==> config.mk <==
export PLATFORM = sky130hd
export DESIGN_NAME = switch_debouncer
export DESIGN_NICKNAME = d
export VERILOG_FILES = /design/src/rtl/switch_pkg.sv /design/src/rtl/switch_debouncer_channel.sv /design/src/rtl/switch_debouncer.sv
export SDC_FILE = /design/constraint.sdc
export NUM_CORES = 1
export LEC_CHECK = 0
export CAP_MARGIN = 20
export CELL_PAD_IN_SITES_DETAIL_PLACEMENT = 1
export CELL_PAD_IN_SITES_GLOBAL_PLACEMENT = 1
export CORE_AREA = 3 3 105 117
export DETAILED_ROUTE_END_ITERATION = 10
export DIE_AREA = 0 0 108 120
export GPL_TIMING_DRIVEN = 0
export MAX_ROUTING_LAYER = met4
export PLACE_DENSITY_LB_ADDON = 0.1
export SYNTH_ARGS = -nofsm -noshare
export SYNTH_HDL_FRONTEND = slang
export SYNTH_SLANG_ARGS = --single-unit
==> constraint.sdc <==
create_clock -name CLK -period 2.1 [get_ports CLK]
set_input_delay 0.42 -clock CLK [delete_from_list [all_inputs] [get_ports CLK]]
set_output_delay 0.42 -clock CLK [all_outputs]
set_load 0.1 [all_outputs]
==> images/clock_map.png <==
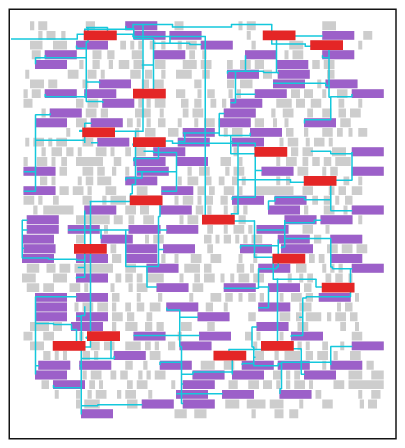
Key: cyan = clock wires [length 1550 um]; red = cells driving clock nets [count 17]; purple = flip-flops [count 114]
There are 18 routed clock nets. Position of the flops: spread over the die.
Latency at later pin: 0.42 ns
Setup Skew: 0.00594 ns
power in the clock group: 2.85 mW

==> images/wire_density.png <==
The die is cut into 22 by 24 equal tiles; black is low, pale yellow is high, scaled to the fullest tile. Values are wire area over tile area, all layers added.
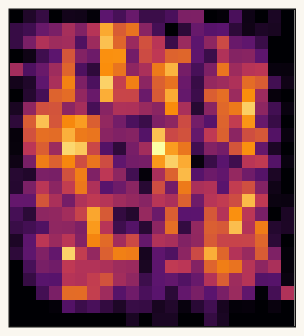
11% of the tiles are nearly empty. The fullest tile reaches 0.37. The mean over all tiles is 0.13. 27% of the tiles are over half the peak.
detailed-route via count: 3789
final WL: 10900 um

==> images/zoom.png <==
Bar = 10 um. Window x 42 to 67, y 24 to 49 um. Cells in gray, sequential cells in the stronger gray; small squares are vias.
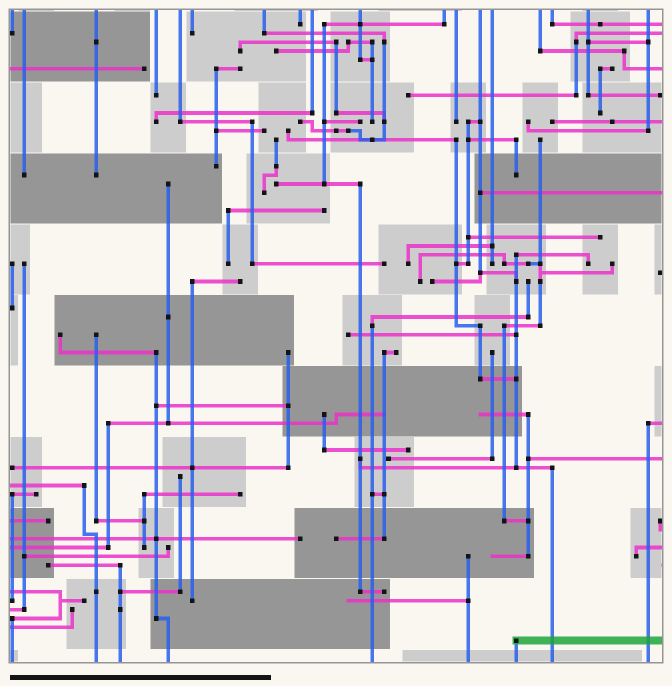
Key: magenta = met1; green = met3; blue = met2
Sequential cells in the window: 7. Most frequent: dfrtp_1 (7), nor2_1 (6), nand4_1 (4). 30 logic cells have their middle in the window.

==> images/final_placement.png <==
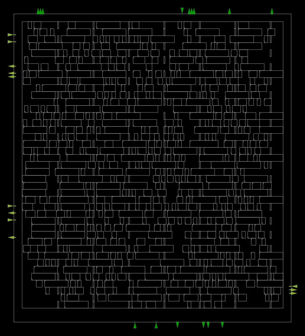
# Taps: 150
Seq/total area: 44.3%
Finished Layout Cells: 730
fillers: 1237

==> results_slide.txt <==
Key Metrics from the Run

Route
  – Antenna Nets Post-Route: 0
  – Drt initial violations: 140
  – Max Used Layer: met4
  – Detailed Routing Iterations Pass 1: 4
  – Wire length on met3: a little over 300 um

Die
  – I/O Pins: 27
  – Chip area: 13000 um^2
  – CORE AREA: between 10000 and 15000 um^2
  – Fp util: between 40% and 50%
  – Core Rows: 41

Run
  – Number of max-cap violations: 0

Final layout
  – Most instantiated logic cell after routing: dfrtp_1
  – Layout area overhead: 19.9%
  – Ant. Diodes: 0
  – Gate Area: 2340 um^2

Final timing
  – Final setup margin: 0.0980 ns
  – Period utilisation layout: a little over nine tenths
  – Number of setup violations in the final report: 0

Worst hold path
  – Cells on Worst Hold Path: 0
  – Worst Hold Class: flop to flop

Global routing
  – Grt met1 use: between 20% and 30%
  – First-pass GRT wire length: roughly 19000 um
  – GR Layer Usage met3: under 10%
  – Grt peak-use layer: met2

Placed design
  – Dpl ws: 0.0387 ns

Synthesis
  – EDFF count, synth: 0
  – Post-synth seq share: between 50% and 60%
  – Yosys cell count: ~520
  – Simple share: 24.6%
  – Cell area after synthesis: about 5400 um^2
  – Area leader share: between 50% and 60%
  – Synth mux share: ~1.4%
  – Syn Inst Count: 518
  – Area reported by Yosys stat: around 5400 um^2
  – FF+latch count, synth: around 110
  – YS warnings: 0

Setup path
  – Slowest stage delay, CP: 0.56 ns
  – Setup Crit Path Kind: flop to flop
  – CP arrival: ~2.3 ns

Clock network
  – Htree depth: 4
  – Clock sink count: ~110

Pwr
  – Power, Total: 5.39 mW
  – LEAKAGE: around 2.6 nW

Run status
  – Status: completed
## worst register-to-register path: stages, from the launching register on
cell,delay (ns)
dfrtp_1,0.41
or4_1,0.56
nor4_2,0.35
and2_2,0.24
mux2_1,0.32
## what timing repair did
item | 4_1_cts | 5_1_grt
endpoints found under the setup margin | 6 | 23
pin swaps | 0 | 1
hold endpoints to repair | 28 | 0
hold buffers | 1 | 0
buffers inserted | 0 | 4
resized | 18 | 6
## where the power goes
group	internal (mW)	total, mW	switching [mW]
logic	0.0736	0.278	0.205
registers	2.23	2.26	0.0291
clock network	1.79	2.85	1.07
total	4.09	5.39	1.30
## Yosys cell counts (3+ instances only)
cell type  number
or2_2           4
buf_4          24
nand2b_1        3
a211oi_1        3
and2_1          4
and3_1          5
nor2_1         95
xnor2_1        53
dfrtp_1       114
xor2_1         32
ha_1            6
and4_1          8
nand4_1        27
nor3_1         17
inv_1          17
nand2_1        30
or3_1           4
nor4_1         20
nand3_1        27
## per-stage QoR
stage               setup TNS, ns  instance area (um^2)  instances  hold slack [ns]  util, %
detailed placement              0                  5770        694            0.310     50.9
floorplan                       0                  5420        530            0.124        -
global placement          -433.67                  5740        693            0.332     50.6
global route                    0                  6440        730            0.355     56.8
finish                          0                  6440        730            0.350     56.8
CTS                             0                  6380        727            0.356     56.3
## area by class of cell
cell class | count | area share, %
Timing Repair Buffer | 19 | 3.20
Inverter | 17 | 0.990
Multi-Input combinational cell | 372 | 36.4
Clock inverter | 14 | 2.43
Buffer | 26 | 3.03
Sequential cell | 114 | 44.3
Clock buffer | 18 | 6.81
Tap cell | 150 | 2.91
No activity file was given, so power comes from the tool's default toggle rates.
